Figure 1. M2 wires.
Scale: 4 px per um. Cells faint in the background.
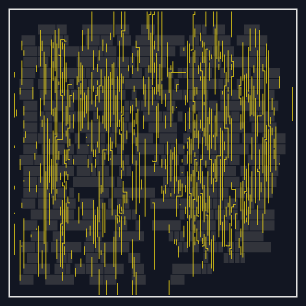
Figure 2. Register map, names as in the netlist.
Scale: 6 px per um.
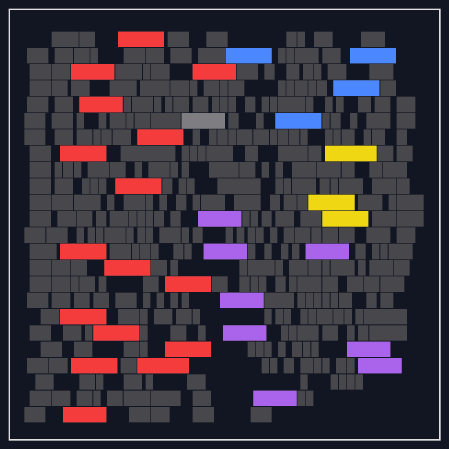
==> config.mk <==
export PLATFORM = sky130hd
export DESIGN_NAME = helloworld_vector_sequencer_flat
export DESIGN_NICKNAME = d
export VERILOG_FILES = /design/src/rtl/helloworld_vector_sequencer_pkg.sv /design/src/rtl/helloworld_vector_sequencer_if.sv /design/src/rtl/helloworld_sig_accum.sv /design/src/rtl/helloworld_vector_sequencer.sv /design/src/flat_wrapper.sv
export SDC_FILE = /design/constraint.sdc
export NUM_CORES = 1
export LEC_CHECK = 0
export ABC_AREA = 1
export CAP_MARGIN = 20
export CORE_MARGIN = 2
export CORE_UTILIZATION = 41
export DETAILED_ROUTE_END_ITERATION = 10
export PLACE_DENSITY = 0.73
export SYNTH_ARGS = -nofsm -noshare
export SYNTH_HDL_FRONTEND = slang
export SYNTH_SLANG_ARGS = --single-unit
export TNS_END_PERCENT = 30
==> constraint.sdc <==
create_clock -name bertaClock -period 1.44 [get_ports bertaClock]
set_input_delay 0.288 -clock bertaClock [delete_from_list [all_inputs] [get_ports bertaClock]]
set_output_delay 0.288 -clock bertaClock [all_outputs]
set_load 0.005 [all_outputs]
==> impl_metrics.toml <==
# physical design summary
[route]
drt_iter0_markers = 124
wl_per_cell_um = 12.2
drt_pass1_iterations = 4

[yosys]
synth.cellmix.adderShare = 0.0201
postSynthRegisterBits = 32
xor_area_frac = 0.103
ys_dominant_reg_cell = "dfxtp_1"

[worst_setup_path]
regToRegSetupSlack_ns = 0.07
cp-end-kind = "output port"
cpMostUsedCell = "nor2_4"
timing.critical_path.required_ns = 1.15
cp.buffers_inverters = 3
cpPeakStageDelay_ns = 0.34

[timing]
finalHoldViolations = 0
worst_pin_slew_ns = 0.237
fmaxAchievable_mhz = 690
worst_clock_skew_ns = 0.00335
setup_violations = 2
setup_ws_ns = -0.00983

[layout]
layout-drive-gt1-share = 0.257
postLayoutCellArea_mm2 = 0.00312
multi_input_comb_area_mm2 = 0.00118

[power_and_ir_drop]
vdd.ir_drop.worst_uv = 514
comb_power_share = 0.489
power.share.switching = 0.383
total_power_w = 0.00357
power.clock.total_w = 0.000724
comb_power_w = 0.00175

[run_status]
violations = "setup timing"
outcome = "complete, but fails checks"

[grt]
number_of_global_route_vias_before_repair = 1960
grt_max_degree = 22
grt_overflow = 0

[die]
initial_util = 0.426
die-area_mm2 = 0.00512
fp.dieW_um = 71.5
dieHeight_um = 71.5

[place]
dpl_cell_area_mm2 = 0.00275
post-dp-hpwl_um = 3760

[clocking]
cts_max_path_buffers = 2
clock_tree.root_cell = "clkbuf_8"
About Figure 1:
longest straight run: 32.0 um
nets with wire on the layer: 335
wire length on this layer: 2680 um
main direction: vertical
total wire length: 5350 um
global routing usage on met2: 0.340

About Figure 2:
legend:
  u_core.dbg_state:
    color: yellow
    flops: 3
  u_core.vec_idx:
    color: blue
    flops: 4
    where: top right
  u_core.u_sig_accum.sig:
    color: red
    flops: 16
  u_core.cnt_q:
    color: purple
    flops: 8
not colored: 1
sequential share of cell area: 0.215
sequential cell area in the final layout: 669 um^2

## worst register-to-register path, delay by kind of cell, from the launching register on
family	cells	cell delay, ns
compound gates	1	0.12
simple gates	3	0.34
buf+inv	4	0.50
flops	1	0.34
## per-layer routing
| layer | part of all wire | GRT usage | up-vias |
|---|---|---|---|
| li1 | - | - | 1096 |
| met4 | 0.018 | 0.0901 | 0 |
| met2 | 0.50 | 0.340 | 66 |
| met3 | 0.075 | 0.0816 | 9 |
| met1 | 0.41 | 0.264 | 934 |
| met5 | 0 | 0 | - |
## area by class of cell
type | count | share of cell area
clock buffer | 8 | 0.0289
inverter | 41 | 0.0510
multi-input combinational | 204 | 0.379
sequential | 32 | 0.215
tap | 52 | 0.0209
timing repair buffer | 100 | 0.305
## cells in the final DEF (no fill, tap or decap), types with 4 or more instances in the layout
cell type        count
a211oi_1            13
a21oi_1              9
buf_2                5
buf_4               28
buf_6                6
clkbuf_8             6
clkdlybuf4s50_1     40
dfxtp_1             13
dfxtp_2             17
dlygate4sd2_1       11
dlymetal6s2s_1       7
inv_1               37
nand2_1             50
nand2_4              7
nand3_1              9
nor2_1              51
nor2_2               6
nor2_4               6
o21ai_0             11
xnor2_1             18
xor2_1               4
## through the flow
| step | setup TNS [ns] | instances | utilization | setup WS (ns) | hold WS (ns) |
|---|---|---|---|---|---|
| final | -0.0187 | 437 | 0.711 | -0.00983 | 0.467 |
| after floorplan | 0 | 282 | - | 0.133 | 0.448 |
| after global placement | -0.100 | 419 | 0.627 | -0.0283 | 0.463 |
| after detailed placement | -0.222 | 419 | 0.627 | -0.0625 | 0.468 |
| after global routing | -0.378 | 437 | 0.711 | -0.0819 | 0.502 |
| after CTS | -0.405 | 431 | 0.660 | -0.131 | 0.478 |
